Run 1, routing congestion:
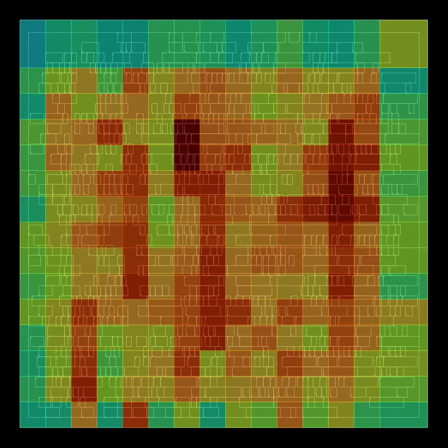
Run 1, metal 1:
Supply wires on this layer in gray.
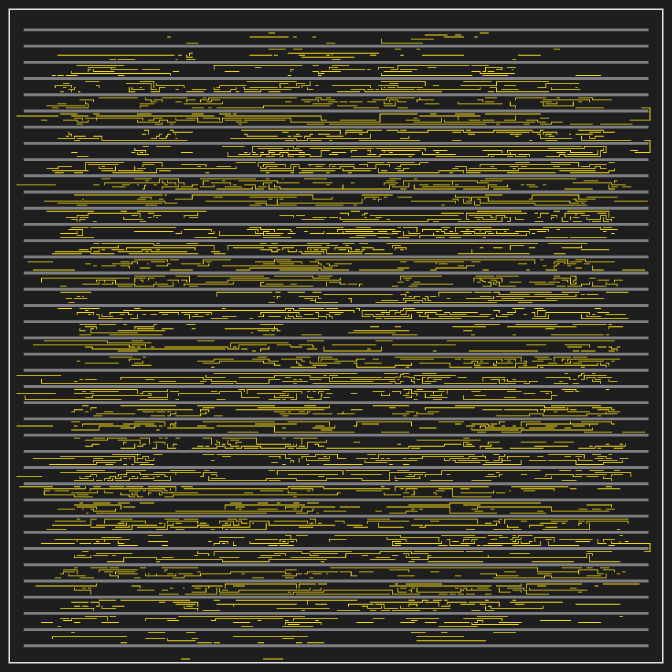
Run 1, cell area per tile:
The die is cut into 11 by 11 equal tiles; white is low, dark blue is high, 0 to 100% covered.
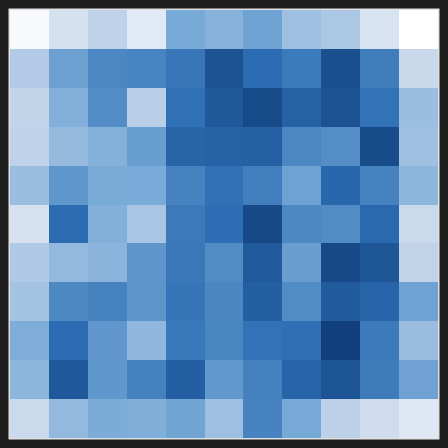
<file path="src/rtl/pc_stack_if.sv">
// Request/status bundle between a sequencer and the pc_stack program-counter unit.
// The sequencer owns the master side; pc_stack owns the slave side.
interface pc_stack_if #(
   parameter int AW = 16,
   parameter int DW = 8
);
   logic          pcEn;
   logic          branch;
   logic          jump;
   logic          call;
   logic          ret;
   logic [DW-1:0] disp;
   logic [AW-1:0] dSrc;
   logic          clrErr;
   logic [AW-1:0] pc;
   logic [AW-1:0] pc1;
   logic [AW-1:0] raTop;
   logic          rasEmpty;
   logic          rasFull;
   logic          rasOvf;
   logic          rasUnf;

   modport master (
      output pcEn, branch, jump, call, ret, disp, dSrc, clrErr,
      input  pc, pc1, raTop, rasEmpty, rasFull, rasOvf, rasUnf
   );

   modport slave (
      input  pcEn, branch, jump, call, ret, disp, dSrc, clrErr,
      output pc, pc1, raTop, rasEmpty, rasFull, rasOvf, rasUnf
   );
endinterface

</file>
<file path="src/rtl/pc_stack.sv">
// Program counter with relative branch, absolute jump, and a circular return-address
// stack whose oldest entry is overwritten when a call arrives while it is full.
module pc_stack #(
   parameter int            AW        = 16,
   parameter int            DW        = 8,
   parameter int            DEPTH     = 4,
   parameter logic [AW-1:0] RESET_VEC = '0
) (
   input logic        clk,
   input logic        rst,
   pc_stack_if.slave  bus
);
   localparam int PW = (DEPTH > 1) ? $clog2(DEPTH) : 1;
   localparam int CW = PW + 1;

   logic [AW-1:0] pc_q, pc_d, pc1;
   logic [AW-1:0] ras_q [DEPTH];
   logic [PW-1:0] top_q, top_d, wr_idx;
   logic [CW-1:0] cnt_q, cnt_d;
   logic          wr_en;
   logic [AW-1:0] ras_top;
   logic          empty, full;
   logic          ovf_q, unf_q, ovf_set, unf_set;

   assign pc1     = pc_q + AW'(1);
   assign empty   = (cnt_q == '0);
   assign full    = (cnt_q == CW'(DEPTH));
   assign ras_top = empty ? '0 : ras_q[top_q];

   // top_q indexes the newest entry; the slot after it is the oldest once full.
   always_comb begin
      // NOTE: every combinational output gets a default first so no path infers a latch.
      pc_d    = pc_q;
      top_d   = top_q;
      cnt_d   = cnt_q;
      wr_en   = 1'b0;
      wr_idx  = top_q;
      ovf_set = 1'b0;
      unf_set = 1'b0;
      if (bus.pcEn) begin
         if (bus.ret) begin
            if (empty) begin
               pc_d    = pc1;
               unf_set = 1'b1;
            end else if (bus.call) begin
               pc_d  = ras_top;
               wr_en = 1'b1;
            end else begin
               pc_d  = ras_top;
               top_d = top_q - PW'(1);
               cnt_d = cnt_q - CW'(1);
            end
         end else if (bus.call) begin
            pc_d   = bus.dSrc;
            top_d  = top_q + PW'(1);
            wr_idx = top_q + PW'(1);
            wr_en  = 1'b1;
            if (full) ovf_set = 1'b1;
            else      cnt_d   = cnt_q + CW'(1);
         end else if (bus.jump) begin
            pc_d = bus.dSrc;
         end else if (bus.branch) begin
            pc_d = pc1 + AW'($signed(bus.disp));
         end else begin
            pc_d = pc1;
         end
      end
   end

   always_ff @(posedge clk or negedge rst) begin
      if (!rst) begin
         pc_q  <= RESET_VEC;
         top_q <= '0;
         cnt_q <= '0;
         ovf_q <= 1'b0;
         unf_q <= 1'b0;
         // NOTE: the stack storage is reset too, so raTop and stale slots are defined after reset.
         for (int i = 0; i < DEPTH; i++) ras_q[i] <= '0;
      end else begin
         pc_q  <= pc_d;
         top_q <= top_d;
         cnt_q <= cnt_d;
         if (wr_en) ras_q[wr_idx] <= pc1;
         ovf_q <= ovf_set | (ovf_q & ~bus.clrErr);
         unf_q <= unf_set | (unf_q & ~bus.clrErr);
      end
   end

   assign bus.pc       = pc_q;
   assign bus.pc1      = pc1;
   assign bus.raTop    = ras_top;
   assign bus.rasEmpty = empty;
   assign bus.rasFull  = full;
   assign bus.rasOvf   = ovf_q;
   assign bus.rasUnf   = unf_q;
endmodule

</file>
<file path="src/flat_wrapper.sv">
// flat-port wrapper written by rule: the top's interface ports become plain ports
module pc_stack_flat 
#(
   parameter int            AW        = 16,
   parameter int            DW        = 8,
   parameter int            DEPTH     = 4,
   parameter logic [AW-1:0] RESET_VEC = '0
)
  (clk, rst, bus_pcEn, bus_branch, bus_jump, bus_call, bus_ret, bus_disp, bus_dSrc, bus_clrErr, bus_pc, bus_pc1, bus_raTop, bus_rasEmpty, bus_rasFull, bus_rasOvf, bus_rasUnf);
  pc_stack_if #(.AW(AW), .DW(DW)) bus_i ();
  input logic clk;
  input logic rst;
  input wire logic [$bits(bus_i.pcEn)-1:0] bus_pcEn;
  input wire logic [$bits(bus_i.branch)-1:0] bus_branch;
  input wire logic [$bits(bus_i.jump)-1:0] bus_jump;
  input wire logic [$bits(bus_i.call)-1:0] bus_call;
  input wire logic [$bits(bus_i.ret)-1:0] bus_ret;
  input wire logic [$bits(bus_i.disp)-1:0] bus_disp;
  input wire logic [$bits(bus_i.dSrc)-1:0] bus_dSrc;
  input wire logic [$bits(bus_i.clrErr)-1:0] bus_clrErr;
  output wire logic [$bits(bus_i.pc)-1:0] bus_pc;
  output wire logic [$bits(bus_i.pc1)-1:0] bus_pc1;
  output wire logic [$bits(bus_i.raTop)-1:0] bus_raTop;
  output wire logic [$bits(bus_i.rasEmpty)-1:0] bus_rasEmpty;
  output wire logic [$bits(bus_i.rasFull)-1:0] bus_rasFull;
  output wire logic [$bits(bus_i.rasOvf)-1:0] bus_rasOvf;
  output wire logic [$bits(bus_i.rasUnf)-1:0] bus_rasUnf;
  assign bus_i.pcEn = bus_pcEn;
  assign bus_i.branch = bus_branch;
  assign bus_i.jump = bus_jump;
  assign bus_i.call = bus_call;
  assign bus_i.ret = bus_ret;
  assign bus_i.disp = bus_disp;
  assign bus_i.dSrc = bus_dSrc;
  assign bus_i.clrErr = bus_clrErr;
  assign bus_pc = bus_i.pc;
  assign bus_pc1 = bus_i.pc1;
  assign bus_raTop = bus_i.raTop;
  assign bus_rasEmpty = bus_i.rasEmpty;
  assign bus_rasFull = bus_i.rasFull;
  assign bus_rasOvf = bus_i.rasOvf;
  assign bus_rasUnf = bus_i.rasUnf;
  pc_stack #(.AW(AW), .DW(DW), .DEPTH(DEPTH), .RESET_VEC(RESET_VEC)) u_core (.clk(clk), .rst(rst), .bus(bus_i));
endmodule
</file>
<file path="config.mk">
export PLATFORM = sky130hd
export DESIGN_NAME = pc_stack_flat
export DESIGN_NICKNAME = d
export VERILOG_FILES = /design/src/rtl/pc_stack_if.sv /design/src/rtl/pc_stack.sv /design/src/flat_wrapper.sv
export SDC_FILE = /design/constraint.sdc
export NUM_CORES = 1
export LEC_CHECK = 0
export ABC_AREA = 1
export CORE_MARGIN = 2
export CORE_UTILIZATION = 52
export CTS_CLUSTER_DIAMETER = 30
export DETAILED_ROUTE_END_ITERATION = 8
export GPL_TIMING_DRIVEN = 0
export PLACE_DENSITY_LB_ADDON = 0.2
export SLEW_MARGIN = 20
export SYNTH_ARGS = -nofsm -noshare
export SYNTH_HDL_FRONTEND = slang
export SYNTH_SLANG_ARGS = --single-unit
</file>
<file path="constraint.sdc">
create_clock -name clk -period 4 [get_ports clk]
set_clock_uncertainty 0.1 [all_clocks]
set_input_delay 1.2 -clock clk [delete_from_list [all_inputs] [get_ports clk]]
set_output_delay 1.2 -clock clk [all_outputs]
set_load 0.1 [all_outputs]
</file>
==> impl_metrics.toml, run 1 <==
# implementation run metrics
[grt]
grt_pass1_wl_um = 29600
grt_pass1_vias = 5693
groute.usage.overall_pct = 32.8

[clock_network]
clk_pin_slew_ps = 90
clock_latency_ps = 370
cts_made_buffers = 9
htreeDepth = 3

[synthesis]
yosysWarningCount = 0
syn_avg_cell_area_um2 = 7.27
yosys.area.top_type = "dfrtp_1"
synth_area_mm2 = 0.00578
synth-area-yosys_mm2 = 0.00578
ys_seq_share_pct = 37.7
async_reset_ff_share_pct = 100
ys_cells = 795

[drt]
drc = 0
dr.pass1.iters = 6

[setup_path]
cp.required_ps = 2700
critPathMaxFanout = 10
rr_endpoint = "u_core.bus.pc[15]"
critical_path_class = "register to output port"

[status]
status = "finished clean"

[worst_hold_path]
holdPathEnd = "u_core.ras_q[51]"
whs_path_depth = 2

[floorplan]
chipArea_mm2 = 0.0120
io_pins = 84

[final_timing]
slew_headroom_pct = 34.0
hold_violations = 0
final.period_utilization_pct = 98.5
setup_violations = 0

[place]
port_buffers = 83

[finish]
drive_gt1_share_pct = 12.9

[flow_run]
maxCapViolCount = 0
Notes on 'routing congestion' above:
wire length per cell: 18.2 µm
met3 Track Usage GR: 4.15%
GRT busiest layer: met2

Notes on 'metal 1' above:
The wires run mostly horizontal. The longest straight run is 47.8 µm. The layer holds 40% of the routed length. 872 nets have wire on it. The layer carries 7,600 µm of wire.
via count: 5,919
routed wire length: 18,800 µm
met1 usage: 41.7%

Notes on 'cell area per tile' above:
The fullest tile reaches 94%. 22% of the tiles are over 75% full. The emptiest ninth of the die: upper left. The mean over all tiles is 57%.

[run 1: routing by layer]
metal | global-route usage [%] | wire [µm]
met2 | 57.8 | 9270
met1 | 41.7 | 7600
met3 | 4.15 | 1510
met5 | 0 | 0
met4 | 10.6 | 467
[run 1: sequential cells by signal, indices dropped and copies added, names as in the netlist]
| name | flops |
|---|---|
| u_core.bus.pc | 16 |
| u_core.ras_q | 64 |
| u_core.bus.rasUnf | 1 |
| u_core.cnt_q | 3 |
| u_core.top_q | 2 |
| u_core.bus.rasOvf | 1 |
[run 1: repair_timing]
action / CTS / global route
hold endpoints to repair: 0 / 0
gates resized: 77 / 30
endpoints found under the setup margin: 31 / 22
cloned: 0 / 0
[run 1: critical path: stages (launching register included)]
cell and delay (ps):
dfrtp_1 420, nor2_1 70, nand2_2 100, clkinv_1 280, buf_1 390, a21oi_1 390, clkdlybuf4s15_2 610
[run 1: logic make-up after synthesis]
| kind of cell | Yosys count | synth area share, % |
|---|---|---|
| DFF | 87 | 37.7 |
| adders and majority gates | 22 | 5.02 |
| xor gates and xnor gates | 16 | 2.88 |
| and+or+nand+nor | 358 | 26.1 |
| buffers and inverters | 111 | 8.64 |
| AOI/OAI and AO/OA | 200 | 19.5 |
| muxes | 1 | 0.173 |
[run 1: how the worst max path moves through the flow]
stage | startpoint | endpoint | slack [ps]
final | u_core.cnt_q[0] | bus_raTop[11] | 60
after detailed placement | u_core.bus.pc[0] | bus_pc1[12] | -280
after CTS | u_core.bus.pc[0] | bus_pc1[12] | -190
after global placement | rst | u_core.bus.pc[0] | -1760
after global routing | u_core.bus.pc[0] | bus_pc1[12] | 20
after floorplan | u_core.cnt_q[0] | bus_raTop[10] | -340
[run 1: area by class of cell]
type / count / area [µm²]
multi-input cells: 597 / 3150
clock inverters: 3 / 42.5
flip-flops and latches: 87 / 2180
inverters: 80 / 303
well taps: 140 / 175
fillers: 965 / 3830
clock buffers: 12 / 155
repair buffers: 84 / 805
plain buffers: 31 / 199
[run 1: placed cells by master, fill, tap and decap left out, types with 20 or more instances in the layout]
cell type	count
nor2_1	92
inv_1	64
ha_1	20
a21oi_1	57
clkdlybuf4s50_1	51
dfrtp_1	85
nand3_1	31
o21ai_0	60
o21ai_1	38
nand2_1	199
[run 1: stage by stage]
| step | cells | hold slack [ps] | area [µm²] |
|---|---|---|---|
| after floorplan | 795 | 337 | 5800 |
| after global placement | 1018 | 350 | 6810 |
| after detailed placement | 1019 | 362 | 6830 |
| after CTS | 1034 | 382 | 7050 |
| after global routing | 1034 | 411 | 7010 |
| final | 1034 | 385 | 7010 |
==> run 2, diff against run 1 <==
- GPL_TIMING_DRIVEN: 0 -> default
Run 2, routing congestion:
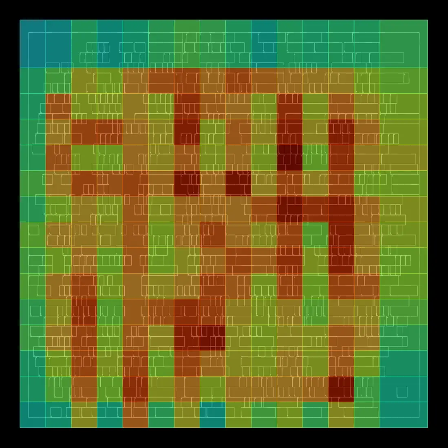
wire length per cell: 16.9 µm
Util after Layout: 64.5%
GRT Util Overall: 29.9%

==> impl_metrics.toml, run 2 <==
# implementation run metrics
[status]
status = "finished clean"

[clock_network]
htreeDepth = 3
clk_pin_slew_ps = 90
cts_made_buffers = 9
clock_latency_ps = 370

[final_timing]
slew_headroom_pct = 56.0
hold_violations = 0
final.period_utilization_pct = 91.8

[grt]
grt_pass1_wl_um = 27300
grt_pass1_vias = 5321

[setup_path]
critical_path_class = "register to output port"
cp_slowest_cell = "dfrtp_2"

[finish]
logic_area_mm2 = 0.00312
lay_top_cells = "nand2_1 (199), nor2_1 (92), dfrtp_1 (85), inv_1 (64), o21ai_0 (60)"
lay_top_count = "nand2_1"
final_cells = 1017
drive_gt1_share_pct = 15.6
design_area_mm2 = 0.00700

[place]
dp_cells = 1001
port_buffers = 83

[drt]
routed-via-count = 5670
drc = 0
dr.pass1.iters = 6

[synthesis]
ys_seq_share_pct = 37.7
async_reset_ff_share_pct = 100
yosysWarningCount = 0
yosys.area.top_type = "dfrtp_1"

[power]
Run 2, signal wires on met4:
The bar under the picture is 20 µm long. Supply wires on this layer in gray.
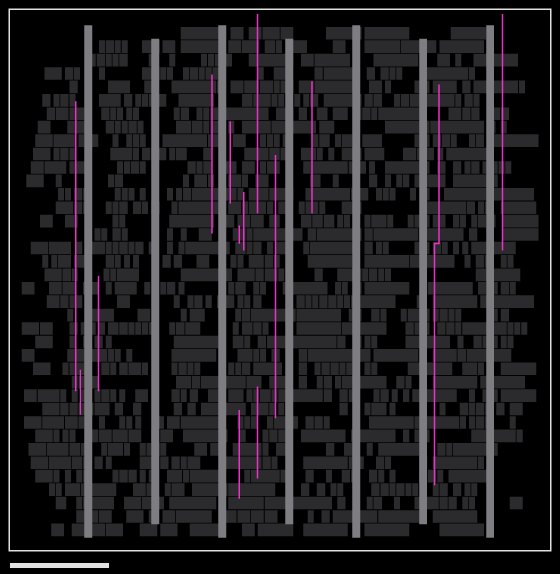
The layer carries 439 µm of wire. The layer holds 2.6% of the routed length.

## run 2: cell counts after synthesis
Identical to the previous run, type by type.
## run 2: logic make-up (layout without fill, tap and decap cells)
group / Yosys count / count (layout) / synth area share [%]
DFF: 87 / 87 / 37.7
muxes: 1 / 1 / 0.173
xor gates and xnor gates: 16 / 16 / 2.88
buffers and inverters: 111 / 193 / 8.64
and+or+nand+nor: 358 / 358 / 26.1
adders and majority gates: 22 / 22 / 5.02
AOI/OAI and AO/OA: 200 / 200 / 19.5
## run 2: per-stage QoR
step | utilization, % | hold slack (ps)
finish | 64.5 | 383
global route | 64.5 | 416
CTS | 64.5 | 384
detailed placement | 62.8 | 371
global placement | 62.8 | 351
floorplan | - | 337
## run 2: area by class of cell
class	instances	area share, %
clock inverter	7	0.912
inverter	80	4.33
tap	140	2.50
timing repair buffer	97	14.7
clock buffer	9	1.77
sequential	87	31.2
multi-input combinational	597	44.6
## run 2: worst paths after layout
| kind | start | end | slack (ps) | depth (start not counted) |
|---|---|---|---|---|
| setup / recovery | u_core.bus.pc[0] | bus_pc1[6] | 330 | 7 |
| hold / removal | u_core.ras_q[3] | u_core.ras_q[3] | 380 | 2 |
| setup reg to reg | u_core.bus.pc[0] | u_core.bus.pc[13] | 650 | 19 |
| hold reg to reg | u_core.ras_q[3] | u_core.ras_q[3] | 380 | 2 |
| max in group asynchronous | rst | u_core.cnt_q[2] | 2470 | 2 |
| min in group asynchronous | rst | u_core.ras_q[0] | 680 | 1 |
## run 2: worst max-delay path: cells and delay by family, from the launching register on
kind                     cells  cell delay (ps)
AND/OR/NAND/NOR              4              710
buffers and inverters        2              520
flip-flops                   1              500
adder cells (fa/ha/maj)      1              260
## run 2: layer usage
metal / track usage, % / routed length, µm / vias up
met5: 0 / 0 / -
met4: 11.7 / 438 / 0
met3: 3.56 / 1250 / 34
met2: 48.8 / 8210 / 237
met1: 40.7 / 7250 / 2636
li1: - / - / 2763
==> run 3, diff against run 2 <==
- CORE_UTILIZATION: 52 -> 50
- clock period: 4 -> 3.07 ns (I/O delays scaled with it)
Run 3, cell area per tile:
The die is cut into 11 by 11 equal tiles; white is low, dark blue is high, 0 to 100% covered.
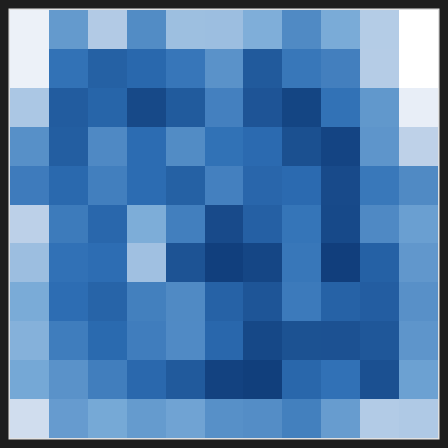
1.7% of the tiles are nearly empty. The fullest tile reaches 94%. The emptiest ninth of the die: upper right. The mean over all tiles is 65%. 40% of the tiles are over 75% full.
Pre-Place Util: 50.8%
Util after Layout: 72.9%
Core Region: 0.0114 mm²

==> impl_metrics.toml, run 3 <==
# implementation run metrics
[final_timing]
final.period_utilization_pct = 100
timing.final.ws_setup_ps = -13.6
setup_violations = 1
hold_ws_ps = 386
slew_headroom_pct = 62.9

[status]
violations = "negative setup slack"
status = "finished, violations left"

[finish]
lay_top_cells = "nand2_1 (185), nor2_1 (90), buf_4 (72), dfrtp_1 (72), o21ai_0 (58)"
final_cells = 1064
lay_top_count = "nand2_1"
drive_gt1_share_pct = 28.2

[clock_network]
cts_made_buffers = 9
clk_pin_slew_ps = 70
htreeDepth = 3
clock_latency_ps = 340

[setup_path]
critical_path_class = "register to output port"
reg2reg_depth = 20

[synthesis]
async_reset_ff_share_pct = 100
yosysWarningCount = 0

[grt]
grt_pass1_vias = 5969

[place]
port_buffers = 83

[worst_hold_path]
whs_path_depth = 2

[drt]
routedWlPerCell_um = 18.2
Run 3, signal wires on met4:
The bar under the picture is 20 µm long. Supply wires on this layer in gray.
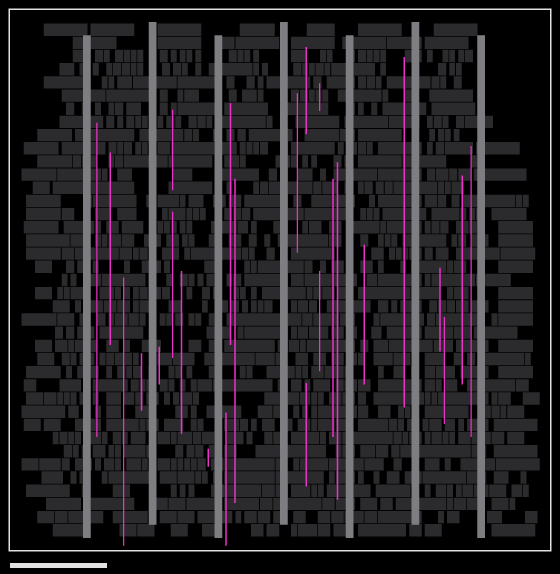
The layer carries 866 µm of wire. 22 nets have wire on it.
routed wire length: 19,300 µm
via count: 6,119

run 3: what timing repair did:
item / in CTS / in global routing
endpoints found under the setup margin: 3 / 12
gates resized: 1 / 18
pin swaps: 1 / 13
hold buffers: 0 / 0
setup buffers: 1 / 12
cloned: 0 / 0
run 3: cells by family after synthesis:
logic type               after synthesis  share of synthesized area (%)
adder cells (fa/ha/maj)               22                           5.02
XOR/XNOR                              16                           2.88
multiplexers                           1                          0.173
AND-OR/OR-AND                        200                           19.5
AND/OR/NAND/NOR                      358                           26.1
buffers and inverters                111                           8.64
flip-flops                            87                           37.7
run 3: worst paths after layout:
path                                       start  slack (ps)                end
worst min-delay path            u_core.ras_q[26]         390   u_core.ras_q[26]
worst max-delay path            u_core.bus.pc[1]         -10        bus_pc1[14]
worst max register to register  u_core.bus.pc[1]         120  u_core.bus.pc[15]
max in group asynchronous                    rst        1810   u_core.ras_q[37]
min in group asynchronous                    rst         410    u_core.cnt_q[0]
worst min register to register  u_core.ras_q[26]         390   u_core.ras_q[26]
run 3: worst max-delay path: stages (launching register included):
cell	delay [ps]
dfrtp_4	460
ha_4	160
nand2_4	70
nor3_4	270
buf_4	160
nand4_1	180
nand2_4	220
buf_12	190
run 3: stage by stage:
| stage | worst slack (ps) | TNS [ps] | cell area (µm²) |
|---|---|---|---|
| finish | -13.6 | -13.6 | 8290 |
| floorplan | -370 | -3000 | 6330 |
| detailed placement | -80.9 | -256 | 7790 |
| global route | -83.9 | -201 | 8290 |
| global placement | -38.2 | -62.5 | 7790 |
| CTS | -4.73 | -4.73 | 8100 |
run 3: routing by layer:
layer | share of wire, % | vias up | track usage (%)
met1 | 42 | 2918 | 41.5
li1 | - | 2856 | -
met3 | 6.8 | 53 | 4.41
met4 | 4.5 | 0 | 15.1
met5 | 0 | - | 0
met2 | 47 | 292 | 50.3
run 3: layout make-up:
| cell class | instances | area [µm²] | share of cell area, % |
|---|---|---|---|
| Clock buffer | 9 | 225 | 2.72 |
| Clock inverter | 6 | 70.1 | 0.845 |
| Inverter | 80 | 332 | 4.00 |
| Multi-Input combinational cell | 597 | 3650 | 44.0 |
| Sequential cell | 87 | 2220 | 26.8 |
| Tap cell | 143 | 179 | 2.16 |
| Timing Repair Buffer | 142 | 1620 | 19.5 |
